File: config.mk
export PLATFORM = sky130hd
export DESIGN_NAME = mole_scheduler
export DESIGN_NICKNAME = d
export VERILOG_FILES = /design/src/rtl/mole_scheduler.sv
export SDC_FILE = /design/constraint.sdc
export NUM_CORES = 1
export LEC_CHECK = 0
export CAP_MARGIN = 15
export CORE_UTILIZATION = 56
export DETAILED_ROUTE_END_ITERATION = 7
export PLACE_DENSITY = 0.84
export SLEW_MARGIN = 20
export SYNTH_ARGS = -nofsm -noshare
export SYNTH_HDL_FRONTEND = slang
export SYNTH_SLANG_ARGS = --single-unit
File: constraint.sdc
create_clock -name clk -period 2.7 [get_ports clk]
set_input_delay 0.27 -clock clk [delete_from_list [all_inputs] [get_ports clk]]
set_output_delay 0.27 -clock clk [all_outputs]
set_load 0.02 [all_outputs]
File: src/rtl/mole_scheduler.sv
// -----------------------------------------------------------------------------
// mole_scheduler
//   Spawn sequencer for a multi-hole whack-a-mole game. A shared RNG delay
//   (in ms) paces mole placement. Each placed mole lives LIFE_BASE_MS >> level
//   ms unless hit. Per-cycle hit / miss / whiff counts feed the score datapath.
//
// Ports
//   clk           system clock
//   reset_n       synchronous active-low reset
//   enable        game running; low forces IDLE and clears every mole silently
//   ms_tick       one-cycle pulse per millisecond
//   level         difficulty 0..3 (sampled at placement time)
//   random_value  spawn delay candidate in ms (0 is treated as 1)
//   hole_rand     starting hole for the free-hole scan
//   hit           per-hole button edge pulses
//   mole_on       mole visible per hole (LED drive)
//   spawn_pulse   one cycle, aligned with the new mole appearing
//   full_pulse    one cycle when a placement found no free hole
//   hit_count     valid hits in the previous cycle
//   miss_count    moles that expired unhit in the previous cycle
//   whiff_count   hits on empty holes in the previous cycle
//   busy          sequencer is not idle
// -----------------------------------------------------------------------------
module mole_scheduler #(
    parameter int NUM_HOLES    = 4,
    parameter int MAX_MS       = 2047,
    parameter int LIFE_BASE_MS = 1500
) (
    input  logic                               clk,
    input  logic                               reset_n,
    input  logic                               enable,
    input  logic                               ms_tick,
    input  logic [1:0]                         level,
    input  logic [$clog2(MAX_MS)-1:0]          random_value,
    input  logic [$clog2(NUM_HOLES)-1:0]       hole_rand,
    input  logic [NUM_HOLES-1:0]               hit,
    output logic [NUM_HOLES-1:0]               mole_on,
    output logic                               spawn_pulse,
    output logic                               full_pulse,
    output logic [$clog2(NUM_HOLES+1)-1:0]     hit_count,
    output logic [$clog2(NUM_HOLES+1)-1:0]     miss_count,
    output logic [$clog2(NUM_HOLES+1)-1:0]     whiff_count,
    output logic                               busy
);

    localparam int TW = $clog2(MAX_MS);
    localparam int HW = $clog2(NUM_HOLES);
    localparam int CW = $clog2(NUM_HOLES + 1);

    localparam logic [TW-1:0] LIFE_BASE = TW'(LIFE_BASE_MS);

    localparam logic [1:0] S_IDLE  = 2'd0;
    localparam logic [1:0] S_LOAD  = 2'd1;
    localparam logic [1:0] S_WAIT  = 2'd2;
    localparam logic [1:0] S_PLACE = 2'd3;

    // Population count of a per-hole event vector.
    function automatic logic [CW-1:0] count_ones(input logic [NUM_HOLES-1:0] v);
        logic [CW-1:0] c;
        c = '0;
        for (int i = 0; i < NUM_HOLES; i++) begin
            c = c + CW'(v[i]);
        end
        return c;
    endfunction

    // One-hot select of the first free hole scanning from 'start' with wrap.
    function automatic logic [NUM_HOLES-1:0] pick_hole(input logic [NUM_HOLES-1:0] occ,
                                                       input logic [HW-1:0]        start);
        logic [NUM_HOLES-1:0] sel;
        logic                 found;
        sel   = '0;
        found = 1'b0;
        for (int k = 0; k < NUM_HOLES; k++) begin
            for (int i = 0; i < NUM_HOLES; i++) begin
                if (!found && !occ[i] && (i == ((int'(start) + k) % NUM_HOLES))) begin
                    sel[i] = 1'b1;
                    found  = 1'b1;
                end
            end
        end
        return sel;
    endfunction

    logic [1:0]                  state_q, state_d;
    logic [TW-1:0]               spawn_cnt_q, spawn_cnt_d;
    logic [NUM_HOLES-1:0]        mole_q, mole_d;
    logic [NUM_HOLES-1:0][TW-1:0] life_q, life_d;
    logic                        spawn_q, spawn_d;
    logic                        full_q, full_d;
    logic [CW-1:0]               hit_cnt_q, hit_cnt_d;
    logic [CW-1:0]               miss_cnt_q, miss_cnt_d;
    logic [CW-1:0]               whiff_cnt_q, whiff_cnt_d;
    logic                        busy_q, busy_d;

    logic [NUM_HOLES-1:0]        place_sel_s;
    logic                        place_found_s;
    logic                        do_place_s;
    logic [NUM_HOLES-1:0]        miss_vec_s;
    logic [TW-1:0]               life_load_s;

    // Eligibility uses mole state at the start of the cycle, so a hole
    // freed this cycle by a hit or expiry is never chosen.
    assign place_sel_s   = pick_hole(mole_q, hole_rand);
    assign place_found_s = |place_sel_s;
    assign do_place_s    = (state_q == S_PLACE) && enable;
    assign life_load_s   = LIFE_BASE >> level;

    // Spawn-delay sequencer next state.
    always_comb begin
        state_d     = state_q;
        spawn_cnt_d = spawn_cnt_q;
        case (state_q)
            S_IDLE: begin
                if (enable) begin
                    state_d = S_LOAD;
                end else begin
                    state_d = S_IDLE;
                end
            end
            S_LOAD: begin
                spawn_cnt_d = (random_value == '0) ? TW'(1) : random_value;
                state_d     = S_WAIT;
            end
            S_WAIT: begin
                if (ms_tick) begin
                    if (spawn_cnt_q <= TW'(1)) begin
                        spawn_cnt_d = '0;
                        state_d     = S_PLACE;
                    end else begin
                        spawn_cnt_d = spawn_cnt_q - TW'(1);
                    end
                end else begin
                    spawn_cnt_d = spawn_cnt_q;
                end
            end
            S_PLACE: begin
                state_d = S_LOAD;
            end
            default: begin
                state_d     = S_IDLE;
                spawn_cnt_d = '0;
            end
        endcase
        if (!enable) begin
            state_d     = S_IDLE;
            spawn_cnt_d = '0;
        end else begin
            state_d = state_d;
        end
    end

    // Per-hole lifetime, hit resolution and placement; hit beats expiry.
    always_comb begin
        mole_d     = mole_q;
        life_d     = life_q;
        miss_vec_s = '0;
        for (int i = 0; i < NUM_HOLES; i++) begin
            if (mole_q[i]) begin
                if (hit[i]) begin
                    mole_d[i] = 1'b0;
                    life_d[i] = '0;
                end else if (ms_tick && (life_q[i] <= TW'(1))) begin
                    mole_d[i]     = 1'b0;
                    life_d[i]     = '0;
                    miss_vec_s[i] = 1'b1;
                end else if (ms_tick) begin
                    life_d[i] = life_q[i] - TW'(1);
                end else begin
                    life_d[i] = life_q[i];
                end
            end else if (do_place_s && place_sel_s[i]) begin
                mole_d[i] = 1'b1;
                life_d[i] = life_load_s;
            end else begin
                mole_d[i] = 1'b0;
            end
        end
        if (!enable) begin
            mole_d     = '0;
            life_d     = '0;
            miss_vec_s = '0;
        end else begin
            mole_d = mole_d;
        end
    end

    // Registered pulses and event counts, all forced quiet while disabled.
    always_comb begin
        spawn_d     = do_place_s && place_found_s;
        full_d      = do_place_s && !place_found_s;
        hit_cnt_d   = count_ones(hit & mole_q);
        whiff_cnt_d = count_ones(hit & ~mole_q);
        miss_cnt_d  = count_ones(miss_vec_s);
        busy_d      = (state_d != S_IDLE);
        if (!enable) begin
            hit_cnt_d   = '0;
            whiff_cnt_d = '0;
            miss_cnt_d  = '0;
        end else begin
            hit_cnt_d = hit_cnt_d;
        end
    end

    // State and output registers with synchronous active-low reset.
    always_ff @(posedge clk) begin
        if (!reset_n) begin
            state_q     <= S_IDLE;
            spawn_cnt_q <= '0;
            mole_q      <= '0;
            life_q      <= '0;
            spawn_q     <= 1'b0;
            full_q      <= 1'b0;
            hit_cnt_q   <= '0;
            miss_cnt_q  <= '0;
            whiff_cnt_q <= '0;
            busy_q      <= 1'b0;
        end else begin
            state_q     <= state_d;
            spawn_cnt_q <= spawn_cnt_d;
            mole_q      <= mole_d;
            life_q      <= life_d;
            spawn_q     <= spawn_d;
            full_q      <= full_d;
            hit_cnt_q   <= hit_cnt_d;
            miss_cnt_q  <= miss_cnt_d;
            whiff_cnt_q <= whiff_cnt_d;
            busy_q      <= busy_d;
        end
    end

    assign mole_on     = mole_q;
    assign spawn_pulse = spawn_q;
    assign full_pulse  = full_q;
    assign hit_count   = hit_cnt_q;
    assign miss_count  = miss_cnt_q;
    assign whiff_count = whiff_cnt_q;
    assign busy        = busy_q;

endmodule

Met1 routing:
Bar = 20 um.
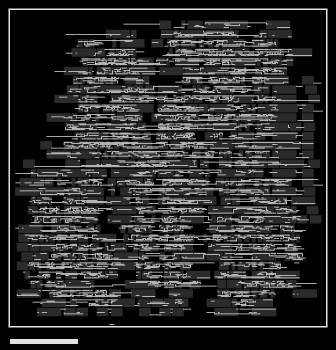
main direction: horizontal
share of all routed wire: 40%
nets with wire on the layer: 624
longest straight run: 30.8 um
detailed-route wire length: 12800 um
overall via count from detail_route: 4897
GRT met1 Usage: 37.2%

The metal 2 layer:
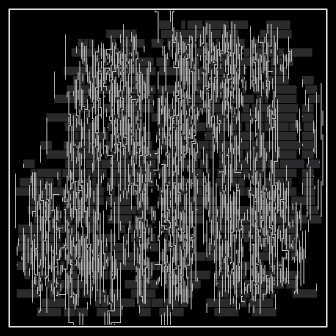
main direction: vertical
longest straight run: 34.5 um
wire length on this layer: 6250 um
nets with wire on the layer: 576
met2 track demand over resource in global routing: 52.3%

M3 wires:
Bar = 20 um.
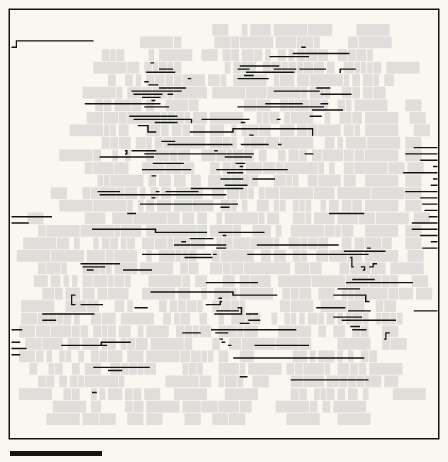
main direction: horizontal
share of all routed wire: 7.7%
wire length on this layer: 981 um
longest straight run: 28.1 um
nets with wire on the layer: 103
met3 demand-to-capacity share in global routing: 5.34%

Placement view:
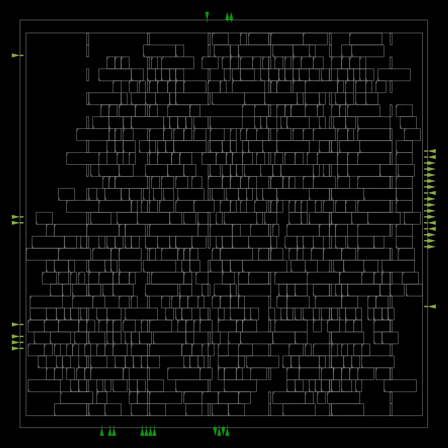
sequential portion of the cell area: 27.1%
standard-cell row count: 32
CORE AREA: 0.00785 mm2
number of standard cells in the layout, taps in and fillers out: 740
Tapcell Cnt: 102

Where the registers sit:
Other sequential cells in the stronger gray, the rest of the logic in the fainter gray.
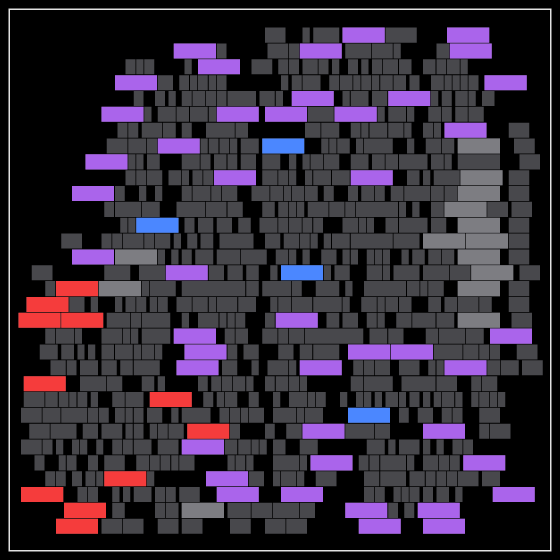
[life_q] purple | placed flops: 44
[spawn_cnt_q] red | placed flops: 11
[mole_on] blue | placed flops: 4
not colored: 14
core utilization of the finished layout: 68.7%
Sequential cell area: 0.00146 mm2
power dissipated in sequential cells: 1.10 mW

==> reports/qor.yml <==
critical_path_arrival_ns: 2.84
synth_area_per_cell_um2: 7.86
io_pins: 39
post_drt_wl_per_cell_um: 17.2
worst_setup_hold_path_clk_slew_ns: 0.08
drt-vias-per-instance: 6.62
timing_worst_setup_path_type: "register to register"
layout_cells_sized_above_1_pct: 10.8
xor_and_xnor_area_share_after_synthesis_pct: 1.52
setup_violations: 0
cp_cell_sequence: "or3_2 > nor4_2 > and3_1 > fa_1 > ha_1 > ha_1 > and3_1"
synth_async_sr_flop_share_pct: 0
postRouteAntennaNets: 0
critPathMaxStageDelay_ns: 0.56
worst_hold_slack_ns: 0.479
initial_utilization_pct: 58.7
drv_slew: 0
adder_share_pct: 6.46
fin_nets: 678
htree_num_levels: 3
global_route.overflow_total: 0
grt_util_all_layers_pct: 30.6
cts-buffers-inserted: 9
place.port_buffers: 38
power_switching_uw: 567
postSynth.topFlopCell: "sky130_fd_sc_hd__dfxtp_1"
largest_net_degree_at_the_start_of_global_routing: 28
root_buffer: "sky130_fd_sc_hd__clkbuf_8"
status: "complete, no violations"
placed_inst_area_mm2: 0.00517
yosys_area_mm2: 0.00461
finClkSkew_ns: 0.0128
filler_cell_count: 648
p_comb_share_pct: 11.7
fp.dieArea_mm2: 0.00860
grt_first_pass_wirelength_um: 21100
max_freq_mhz: 385
setup_total_negative_slack_ns: 0
ys_seq_elements: 73
top_cell: "sky130_fd_sc_hd__dfxtp_1"
cts_tree: "yes"
fin_total_pwr_mw: 2.27
ctsHoldBuffers: 0
critical-path-slowest-cell: "sky130_fd_sc_hd__or3_2"
route.detailed.drc: 0
synthesis.area_mm2: 0.00461
seq_area_frac_synth_pct: 31.7
switching_share_pct: 25.0
netlist-cell-type-count: 71
clock-sinks: 73
postSynthNetCount: 631
standby_leakage_power_nw: 2.10
synth-edff-count: 0
netlist_logic_family_top: "AND-OR/OR-AND gates"
max_cap_viol_count: 0
power.density_cell_area_mw_per_mm2: 422
insertion_delay_ns: 0.35
syn_to_final_growth_pct: 16.9
finish.instance_area_mm2: 0.00539
dp_hpwl_um: 8980
fp.dieW_um: 92.7
yosysTopAreaCellShare_pct: 31.7
synthSimpleGateAreaFrac_pct: 23.5
report.final.hold_viol_count: 0
syn-instance-count: 586
die_y_um: 92.7
intPower_mw: 1.70
max-vdd-ir-drop_uv: 314
warning_count: 33
seqPwrFrac_pct: 48.3
min_period_ns: 2.60
max_slew.worst_pin.slew_ns: 0.787
ys_top_cells_by_area: "sky130_fd_sc_hd__dfxtp_1 (32%), sky130_fd_sc_hd__a21oi_1 (6.3%), sky130_fd_sc_hd__ha_1 (5.2%), sky130_fd_sc_hd__nor2_1 (4.7%), sky130_fd_sc_hd__nand2_1 (4.3%)"
cts.path.max_buffers: 2
drc_violation_total_after_the_first_tritonroute_iteration: 410
max_slew_margin_pct: 47.5
list_of_most_frequent_post_synthesis_cells: "sky130_fd_sc_hd__dfxtp_1 (73), sky130_fd_sc_hd__a21oi_1 (58), sky130_fd_sc_hd__nor2_1 (58)"
synth_warnings: 0
largest_area_contributor_in_the_synthesized_netlist: "sky130_fd_sc_hd__dfxtp_1"
power_frac_clock_pct: 40.0
[repair_timing]
| item | in CTS | in global routing |
|---|---|---|
| endpoints found under the setup margin | 1 | 1 |
| gates resized | 1 | 2 |
| buffers inserted | 0 | 0 |
| pin swaps | 0 | 2 |
[per-layer routing]
metal | global-route usage [%] | vias to the layer above | routed length, um
met2 | 52.3 | 281 | 6250
li1 | - | 2266 | -
met1 | 37.2 | 2305 | 5140
met3 | 5.34 | 45 | 981
met4 | 14.6 | 0 | 392
met5 | 0 | - | 0
[worst max-delay path, delay by kind of cell (launching register included)]
| kind | cells | cell delay, ns |
|---|---|---|
| simple gates | 4 | 1.25 |
| fa+ha+maj | 3 | 0.90 |
| flops | 1 | 0.35 |
[path summary, 6_finish.rpt]
kind / to / start / slack, ns / depth (start not counted)
worst min-delay path: life_q[29] / life_q[29] / 0.48 / 2
worst max register to register: miss_count[1] / life_q[13] / 0.10 / 7
worst max-delay path: miss_count[1] / life_q[13] / 0.10 / 7
worst min register to register: life_q[29] / life_q[29] / 0.48 / 2
[placed cells by master, fill, tap and decap left out, types with 4 or more instances in the layout]
cell,Yosys,final
sky130_fd_sc_hd__a211oi_1,5,5
sky130_fd_sc_hd__clkbuf_8,1,12
sky130_fd_sc_hd__a22oi_1,10,10
sky130_fd_sc_hd__a221oi_1,4,4
sky130_fd_sc_hd__ha_1,19,19
sky130_fd_sc_hd__a32o_1,9,9
sky130_fd_sc_hd__o22ai_1,13,13
sky130_fd_sc_hd__dfxtp_1,73,73
sky130_fd_sc_hd__xnor2_1,6,6
sky130_fd_sc_hd__nor4_1,14,12
sky130_fd_sc_hd__o32ai_1,6,6
sky130_fd_sc_hd__or3_1,9,9
sky130_fd_sc_hd__a21oi_1,58,58
sky130_fd_sc_hd__clkdlybuf4s50_1,0,37
sky130_fd_sc_hd__nand2b_1,6,6
sky130_fd_sc_hd__nor2_1,58,58
sky130_fd_sc_hd__a31oi_1,8,8
sky130_fd_sc_hd__and3_1,13,13
sky130_fd_sc_hd__o21ai_0,35,35
sky130_fd_sc_hd__o21ai_1,18,18
sky130_fd_sc_hd__nor2b_1,5,5
sky130_fd_sc_hd__nor3_1,15,15
sky130_fd_sc_hd__nand4_1,4,4
sky130_fd_sc_hd__nand2_1,53,53
sky130_fd_sc_hd__buf_4,3,31
sky130_fd_sc_hd__o21ba_2,4,4
sky130_fd_sc_hd__nand3_1,10,10
sky130_fd_sc_hd__inv_1,30,30
[power by group through the flow]
stage,Combinational (mW),Clock (mW),Sequential (mW)
6_report,0.265,0.909,1.10
5_1_grt,0.289,0.954,1.10
4_1_cts,0.260,0.913,1.10
3_5_place_dp,0.258,0,1.12
3_3_place_gp,0.250,0,1.12
2_1_floorplan,0.153,0,1.12
[registers in the layout (all words and copies together) (netlist names)]
register     flops
hit_count        3
life_q          44
full_pulse       1
spawn_cnt_q     11
spawn_pulse      1
miss_count       3
state_q          2
mole_on          4
whiff_count      3
busy             1
[layout make-up]
cell class	count	area, um2	share of cell area [%]
timing repair buffer	70	632	11.7
clock buffer	14	173	3.20
multi-input combinational	449	2850	52.8
sequential	73	1460	27.1
inverter	30	113	2.09
clock inverter	2	35.0	0.650
tap	102	128	2.37
No activity file was given, so power comes from the tool's default toggle rates.
